### PDN straps and rails, run 1

Pins as bars on the die edge. Tap cells in gray.
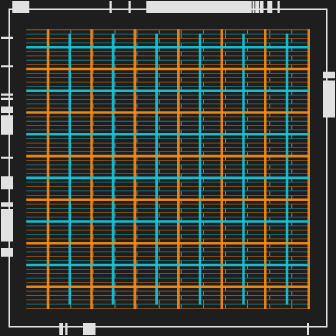
### Cell classes on the final placement, run 1

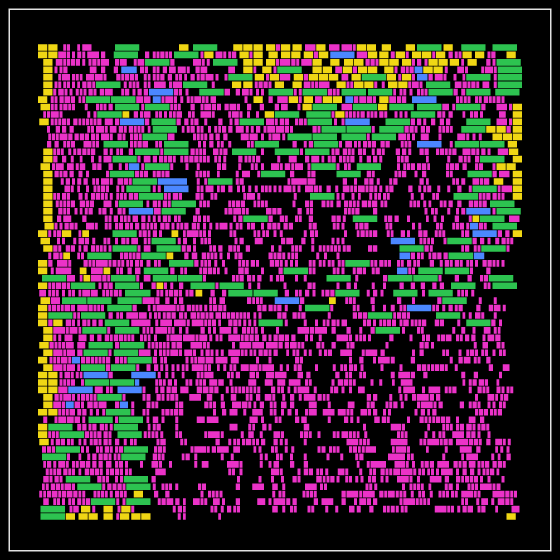
### Routed clock nets over the placement, run 1

The bar under the picture is 50 um long.
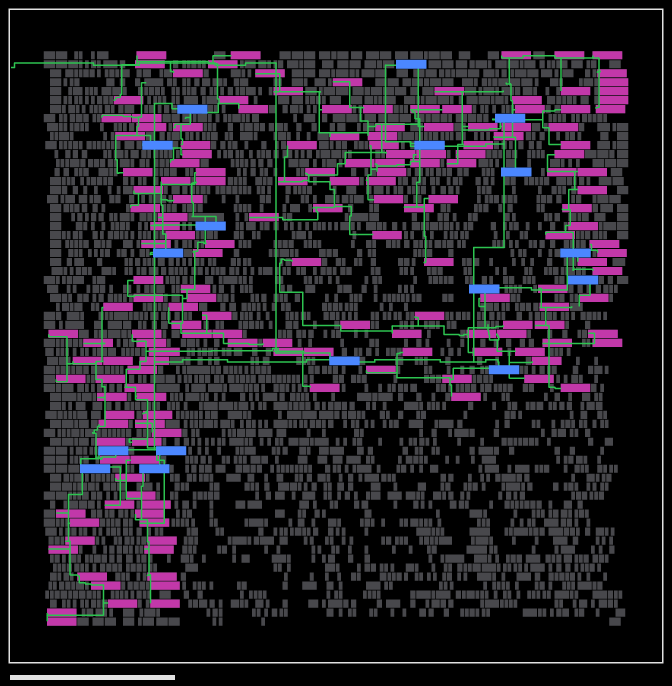
**src/rtl/muldiv_pkg.sv**
```systemverilog
// Shared encodings and constants for the iterative multiply/divide unit.
package muldiv_pkg;
  localparam int MD_WIDTH = 32;

  typedef enum logic [2:0] {
    OP_MULT  = 3'b000,
    OP_MULTU = 3'b001,
    OP_DIV   = 3'b010,
    OP_DIVU  = 3'b011,
    OP_MFHI  = 3'b100,
    OP_MFLO  = 3'b101,
    OP_MTHI  = 3'b110,
    OP_MTLO  = 3'b111
  } op_e;

  typedef enum logic [1:0] {
    S_IDLE = 2'd0,
    S_RUN  = 2'd1,
    S_FIX  = 2'd2
  } state_e;

  localparam logic [MD_WIDTH-1:0] DIV0_QUOT = {MD_WIDTH{1'b1}};
endpackage

```
**src/rtl/muldiv_step.sv**
```systemverilog
// One iteration of shift-add multiply or restoring shift-subtract divide.
module muldiv_step #(
  parameter int WIDTH = 32
) (
  input  logic [2*WIDTH-1:0] acc_i,
  input  logic [WIDTH-1:0]   opnd_i,
  input  logic               div_i,
  output logic [2*WIDTH-1:0] acc_o,
  output logic               qbit_o
);
  logic [WIDTH:0] sum;
  logic [WIDTH:0] trial;

  always_comb begin
    sum    = {1'b0, acc_i[2*WIDTH-1:WIDTH]} + (acc_i[0] ? {1'b0, opnd_i} : '0);
    // Divide: acc = {remainder, dividend bits still to shift in}
    trial  = acc_i[2*WIDTH-1:WIDTH-1] - {1'b0, opnd_i};
    qbit_o = div_i & ~trial[WIDTH];
    if (div_i)
      acc_o = {(qbit_o ? trial[WIDTH-1:0] : acc_i[2*WIDTH-2:WIDTH-1]),
               acc_i[WIDTH-2:0], 1'b0};
    else
      acc_o = {sum, acc_i[WIDTH-1:1]};
  end
endmodule

```
**src/rtl/muldiv_unit.sv**
```systemverilog
// Multi-cycle MULT/DIV sequencer owning HI/LO; stalls EX while iterating.
module muldiv_unit
  import muldiv_pkg::*;
#(
  parameter int WIDTH = MD_WIDTH
) (
  input  logic             clk,
  input  logic             reset,
  input  logic             start,
  input  logic [2:0]       op,
  input  logic [WIDTH-1:0] A_input,
  input  logic [WIDTH-1:0] B_input,
  output logic             busy,
  output logic             done,
  output logic             stall,
  output logic [WIDTH-1:0] HI,
  output logic [WIDTH-1:0] LO,
  output logic [WIDTH-1:0] result
);
  localparam int CW = $clog2(WIDTH);

  state_e             state_q;
  logic [CW-1:0]      cnt_q;
  logic [2*WIDTH-1:0] acc_q;
  logic [WIDTH-1:0]   opnd_q;
  logic               div_q, neg_lo_q, neg_hi_q, div0_q;
  logic               busy_q, done_q;
  logic [WIDTH-1:0]   hi_q, lo_q;

  logic               accept, signed_op, a_neg, b_neg;
  logic [WIDTH-1:0]   a_mag, b_mag;
  logic [2*WIDTH-1:0] step_acc, acc_d, prod;
  logic               step_q;
  logic [WIDTH-1:0]   quot, rem;

  assign accept    = start && (state_q == S_IDLE);
  assign signed_op = ~op[0] & ~op[2];
  assign a_neg     = signed_op & A_input[WIDTH-1];
  assign b_neg     = signed_op & B_input[WIDTH-1];
  assign a_mag     = a_neg ? -A_input : A_input;
  assign b_mag     = b_neg ? -B_input : B_input;

  muldiv_step #(.WIDTH(WIDTH)) u_step (
    .acc_i  (acc_q),
    .opnd_i (opnd_q),
    .div_i  (div_q),
    .acc_o  (step_acc),
    .qbit_o (step_q)
  );

  assign acc_d = div_q ? {step_acc[2*WIDTH-1:1], step_q} : step_acc;
  assign prod  = neg_lo_q ? -acc_q : acc_q;
  // Zero divisor leaves remainder = dividend; quotient is forced to all ones
  assign quot  = div0_q ? WIDTH'(DIV0_QUOT)
               : (neg_lo_q ? -acc_q[WIDTH-1:0] : acc_q[WIDTH-1:0]);
  assign rem   = neg_hi_q ? -acc_q[2*WIDTH-1:WIDTH] : acc_q[2*WIDTH-1:WIDTH];

  always_ff @(posedge clk or posedge reset) begin
    if (reset) begin
      state_q  <= S_IDLE;
      cnt_q    <= '0;
      acc_q    <= '0;
      opnd_q   <= '0;
      div_q    <= 1'b0;
      neg_lo_q <= 1'b0;
      neg_hi_q <= 1'b0;
      div0_q   <= 1'b0;
      busy_q   <= 1'b0;
      done_q   <= 1'b0;
      hi_q     <= '0;
      lo_q     <= '0;
    end else begin
      done_q <= 1'b0;
      case (state_q)
        S_IDLE: if (accept) begin
          if (!op[2]) begin
            state_q  <= S_RUN;
            busy_q   <= 1'b1;
            cnt_q    <= CW'(WIDTH-1);
            acc_q    <= {{WIDTH{1'b0}}, a_mag};
            opnd_q   <= b_mag;
            div_q    <= op[1];
            div0_q   <= op[1] && (B_input == '0);
            neg_lo_q <= a_neg ^ b_neg;
            neg_hi_q <= op[1] & a_neg;
          end else if (op[1]) begin
            if (op[0]) lo_q <= A_input;
            else       hi_q <= A_input;
          end
        end
        S_RUN: begin
          acc_q <= acc_d;
          cnt_q <= cnt_q - 1'b1;
          if (cnt_q == '0) state_q <= S_FIX;
        end
        S_FIX: begin
          state_q <= S_IDLE;
          busy_q  <= 1'b0;
          done_q  <= 1'b1;
          if (div_q) begin
            hi_q <= rem;
            lo_q <= quot;
          end else begin
            hi_q <= prod[2*WIDTH-1:WIDTH];
            lo_q <= prod[WIDTH-1:0];
          end
        end
        default: state_q <= S_IDLE;
      endcase
    end
  end

  assign busy   = busy_q;
  assign done   = done_q;
  assign stall  = start & (busy_q | (state_q != S_IDLE));
  assign HI     = hi_q;
  assign LO     = lo_q;
  assign result = (op == OP_MFHI) ? hi_q : lo_q;
endmodule

```
**config.mk**
```make
export PLATFORM = sky130hd
export DESIGN_NAME = muldiv_unit
export DESIGN_NICKNAME = d
export VERILOG_FILES = /design/src/rtl/muldiv_pkg.sv /design/src/rtl/muldiv_step.sv /design/src/rtl/muldiv_unit.sv
export SDC_FILE = /design/constraint.sdc
export NUM_CORES = 1
export LEC_CHECK = 0
export ABC_AREA = 1
export CORE_MARGIN = 10
export CORE_UTILIZATION = 56
export CTS_CLUSTER_DIAMETER = 100
export DETAILED_ROUTE_END_ITERATION = 10
export PLACE_DENSITY = 0.78
export SLEW_MARGIN = 10
export SYNTH_ARGS = -nofsm -noshare
export SYNTH_HDL_FRONTEND = slang
export SYNTH_HIERARCHICAL = 1
export SYNTH_SLANG_ARGS = --single-unit
```
**constraint.sdc**
```tcl
create_clock -name clk -period 11.2 [get_ports clk]
set_clock_uncertainty 0.2 [all_clocks]
set_input_delay 2.24 -clock clk [delete_from_list [all_inputs] [get_ports clk]]
set_output_delay 2.24 -clock clk [all_outputs]
set_load 0.02 [all_outputs]
```
==> impl_metrics.py, run 1 <==
# Synthesis and PnR figures
metrics = {
    "min_path": {
        "hold_path_depth": 2,
    },
    "global_routing": {
        "grt_pass1_vias": 19570,
        "grt_usage_pct": 37.61,
    },
    "logic_synthesis": {
        "syn-instance-count": 2975,
        "post_synth_xor_area_fraction_pct": 2.587,
        "post_synth_ao_oa_area_fraction_pct": 16.55,
        "post_synth_num_cell_types": 53,
        "yosys_warnings": 6,
        "yosys.area.top_type": "sky130_fd_sc_hd__dfrtp_1",
    },
    "detailed_routing": {
        "routed_wire_length_per_instance_um": 21.62,
    },
    "layout": {
        "final_nets": 3214,
        "final_layout_size_suffix_gt1_share_pct": 4.733,
        "fin_area_um2": 20080,
    },
    "critical_path": {
        "start_kind": "primary input",
        "worst_path_max_delay_cell": "sky130_fd_sc_hd__clkdlybuf4s50_1",
        "cp-end-kind": "output pin",
        "worstReg2RegStart": "state_q[1]",
        "critical_path_class": "primary input to output pin",
        "r2r_setup_slk_ns": 7.11,
        "timing.critical_path.buf_inv": 3,
    },
    "power": {
        "powerSeq_w": 0.00155,
        "switching_share_pct": 59.18,
        "worst_ir_drop_vdd_mv": 0.2150,
        "power.clock.fraction_pct": 8.7,
    },
    "final_timing": {
        "fmax_mhz": 136.8,
        "period_needed_ns": 7.308,
    },
    "clock_network": {
        "cts_hold_buf": 0,
    },
    "floorplan": {
        "rows": 64,
    },
    "run_status": {
        "outcome": "finished clean",
    },
}
About 'PDN straps and rails':
cyan -> VDD
orange -> VSS
rows = 64
met5 straps = 12
met1 rails = 65
signal pins = 169
met4 straps = 13

About 'Cell classes on the final placement':
magenta -> remaining logic cells  # cells 2700, share of their area 66%
green -> sequential cells  # cells 173, share of their area 22%
yellow -> remaining buffers and delay cells  # cells 180, share of their area 9.0%
blue -> clock drivers and dummy loads  # cells 32, share of their area 3.0%

About 'Routed clock nets over the placement':
green -> clock wires  # length 2530 um
magenta -> flip-flops  # count 173
blue -> clock-net drivers  # count 17
routed clock nets = 18

-- run 1: registers in the layout (all words and copies together), names as in the netlist --
name      count
acc_q        64
HI           32
LO           32
opnd_q       32
cnt_q         5
state_q       2
busy          1
div0_q        1
div_q         1
done          1
neg_hi_q      1
neg_lo_q      1
-- run 1: worst min-delay path, delay by kind of cell (launching register included) --
kind               cells  cell delay [ns]
DFF                    1             0.37
AOI/OAI and AO/OA      1             0.06
and+or+nand+nor        1             0.05
-- run 1: stage by stage --
| step | utilization [%] | worst slack, ns |
|---|---|---|
| 2_1_floorplan | - | 4.072 |
| 3_3_place_gp | 63.19 | 4.095 |
| 3_5_place_dp | 63.19 | 3.953 |
| 4_1_cts | 65.12 | 3.948 |
| 5_1_grt | 65.12 | 3.731 |
| 6_report | 65.12 | 3.892 |
-- run 1: layout make-up --
cell class              instances  area share, %
well taps                     396          2.468
multi-input cells            2334          57.31
inverters                     366          6.868
clock inverters                15         0.8414
repair buffers                180          8.825
flip-flops and latches        173          21.57
clock buffers                  17          2.119
-- run 1: routing by layer --
layer  global-route usage (%)  wire (um)
met1                    50.56      30230
met2                    52.82      30230
met3                    14.96      11590
met4                    14.04       3062
met5                    1.658        148
-- run 1: cell families (layout without fill, tap and decap cells) --
kind of cell    after synthesis  after routing
flops                       173            173
buf+inv                     468            578
xor+xnor                     52             52
simple gates               1673           1673
compound gates              521            521
fa+ha+maj                    72             72
mux                          16             16
-- run 1: how the worst max path moves through the flow --
stage	from	to	slack [ns]	cells past startpoint
after global placement	op[2]	result[15]	4.09	6
final	op[2]	result[16]	3.89	6
after detailed placement	op[2]	result[24]	3.95	6
after floorplan	reset	HI[0]	4.07	1
after CTS	op[2]	result[16]	3.95	6
after global routing	op[2]	result[16]	3.73	6
### Track usage over the die, run 1

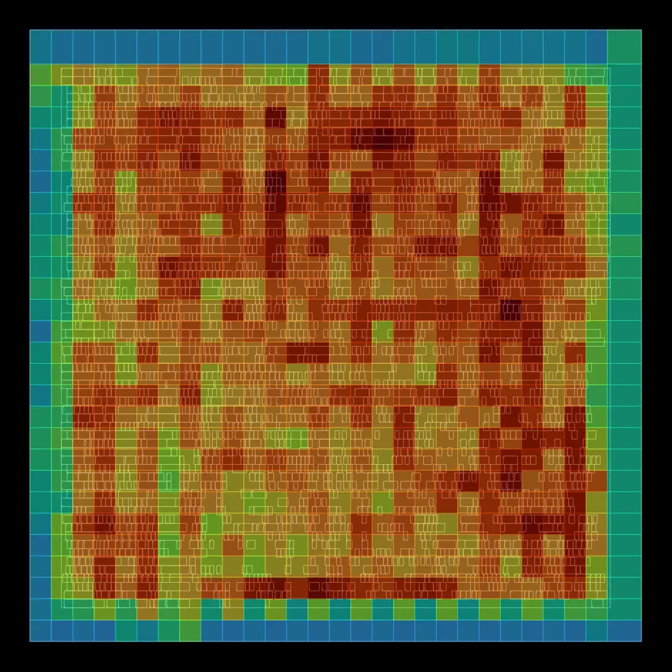

==> run 2: changes to the inputs <==
==> constraint.sdc (replaced) <==
create_clock -name clk -period 7.38 [get_ports clk]
set_clock_uncertainty 0.2 [all_clocks]
set_input_delay 1.476 -clock clk [delete_from_list [all_inputs] [get_ports clk]]
set_output_delay 1.476 -clock clk [all_outputs]
set_load 0.02 [all_outputs]
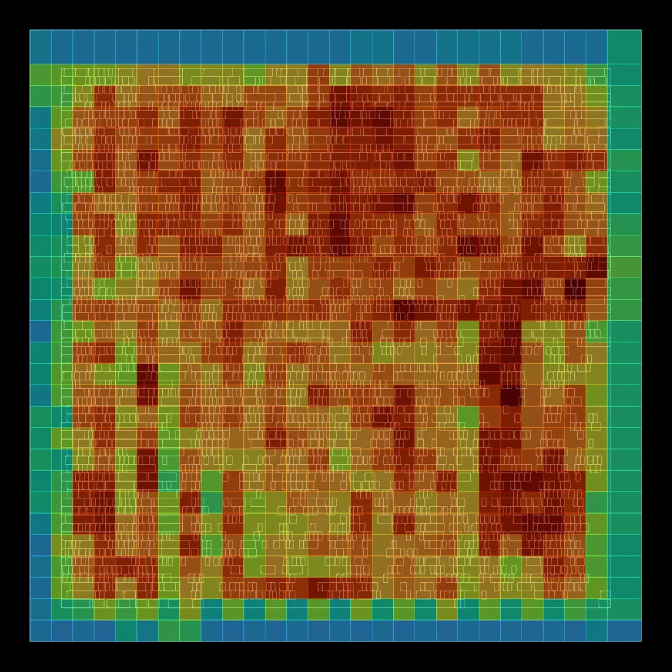
*Track usage over the die, run 2*
Avg WL per Cell: 21.74 um
global routing met2 resource utilization: 54.05%
overall track demand over capacity in global routing: 37.89%

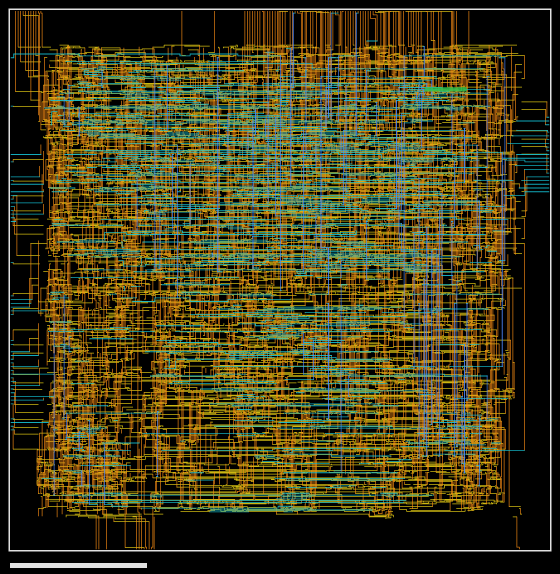
*Wiring by layer, run 2*
The bar under the picture is 50 um long.
yellow -> M1  # wire length 29.9 mm
orange -> M2  # wire length 31.0 mm
blue -> M4  # wire length 2930 um
cyan -> M3  # wire length 11900 um
green -> M5  # wire length 13.8 um

==> run 2 against run 1 <==
Worst hold slack improved by 0.019 ns. Critical endpoint unchanged. Via count barely moved. Combinational power rose by 51%. Non-clock buffer count fell by 1.
==> impl_metrics.py, run 2 <==
# Synthesis and PnR figures
metrics = {
    "run_status": {
        "outcome": "finished clean",
    },
    "power": {
        "power.clock.fraction_pct": 8.2,
        "worst_ir_drop_vdd_mv": 0.3190,
        "switching_share_pct": 59.25,
    },
    "logic_synthesis": {
        "post_synth_num_cell_types": 53,
        "synthesis.area_um2": 17600,
        "synthMostInstantiatedCell": "sky130_fd_sc_hd__nand2_1",
        "yosys.area.top_type": "sky130_fd_sc_hd__dfrtp_1",
        "yosys_warnings": 6,
        "syn-instance-count": 2975,
    },
    "detailed_routing": {
        "met2_length_um": 30990,
        "routed.top_layer": "met5",
        "dr_wl_met3_um": 11890,
    },
    "layout": {
        "final_core_utilization_pct": 65.00,
        "largest_register_ffs": 64,
        "fin_area_um2": 20040,
        "final_layout_size_suffix_gt1_share_pct": 4.702,
        "largest_register": "acc_q",
        "final_layout_top_logic_cells": "871 x sky130_fd_sc_hd__nand2_1, 410 x sky130_fd_sc_hd__nor2_1, 351 x sky130_fd_sc_hd__inv_1",
    },
    "min_path": {
        "hold_path_depth": 2,
    },
    "placed_design": {
        "place_ws_ns": 1.612,
    },
    "final_timing": {
        "setup_slack_ns": 1.458,
        "fmax_mhz": 168.9,
        "final-setup-viol-count": 0,
    },
    "global_routing": {
        "globalRoute.busiestLayer": "met2",
        "grt_pass1_vias": 19780,
        "use_met1_pct": 50.05,
    },
    "critical_path": {
        "worstReg2RegStart": "state_q[1]",
        "start_kind": "primary input",
        "r2r_setup_slk_ns": 3.12,
    },
    "run": {
        "openroad.warnings": 27,
    },
    "clock_network": {
        "cts_hold_buf": 0,
    },
    "floorplan": {
        "rows": 64,
    },
}
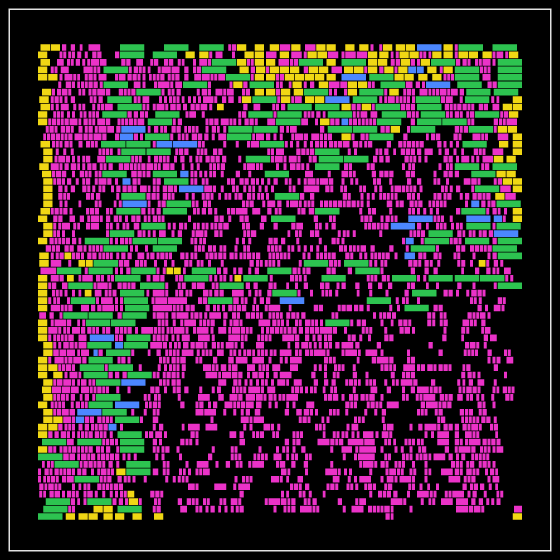
*Cell classes on the final placement, run 2*
blue -> clock drivers and dummy loads  # cells 32, share of their area 2.9%
green -> sequential cells  # cells 173, share of their area 22%
magenta -> remaining logic cells  # cells 2700, share of their area 66%
yellow -> remaining buffers and delay cells  # cells 179, share of their area 9.0%

## run 2: cell counts after synthesis
Identical to the previous run, type by type.
## run 2: power groups by stage
stage | sequential [W] | clock (W) | combinational, W
6_report | 0.00237 | 0.000900 | 0.00769
5_1_grt | 0.00238 | 0.000944 | 0.00835
4_1_cts | 0.00229 | 0.000893 | 0.00742
3_5_place_dp | 0.00230 | 0 | 0.00736
3_3_place_gp | 0.00228 | 0 | 0.00722
2_1_floorplan | 0.00206 | 0 | 0.00493
## run 2: critical path, stage by stage
cell                              delay [ns]
sky130_fd_sc_hd__clkdlybuf4s50_1        0.50
sky130_fd_sc_hd__inv_1                  0.08
sky130_fd_sc_hd__nor2_1                 0.27
sky130_fd_sc_hd__nand2_2                0.65
sky130_fd_sc_hd__o21ai_0                0.52
sky130_fd_sc_hd__clkdlybuf4s50_1        0.69
## run 2: kinds of logic (layout without fill, tap and decap cells)
group	Yosys count	after routing	synth area share, %
XOR/XNOR	52	52	2.587
AND-OR/OR-AND	521	521	16.55
flip-flops	173	173	24.59
multiplexers	16	16	1.024
adder cells (fa/ha/maj)	72	72	5.203
buffers and inverters	468	577	10.25
AND/OR/NAND/NOR	1673	1673	39.80
## run 2: layout make-up
type / instances / area share (%)
well taps: 396 / 2.473
clock inverters: 14 / 0.6306
clock buffers: 18 / 2.192
repair buffers: 179 / 8.804
inverters: 366 / 6.881
multi-input cells: 2334 / 57.41
flip-flops and latches: 173 / 21.61
## run 2: worst max path at each step
stage / slack [ns] / end / start / depth (start not counted)
floorplan: 1.02 / HI[0] / reset / 1
global placement: 1.81 / result[26] / op[2] / 6
detailed placement: 1.61 / result[4] / op[2] / 6
CTS: 1.54 / result[16] / op[2] / 6
global route: 1.38 / result[4] / op[2] / 6
finish: 1.46 / result[16] / op[2] / 6
Power and IR drop assume default switching activity.
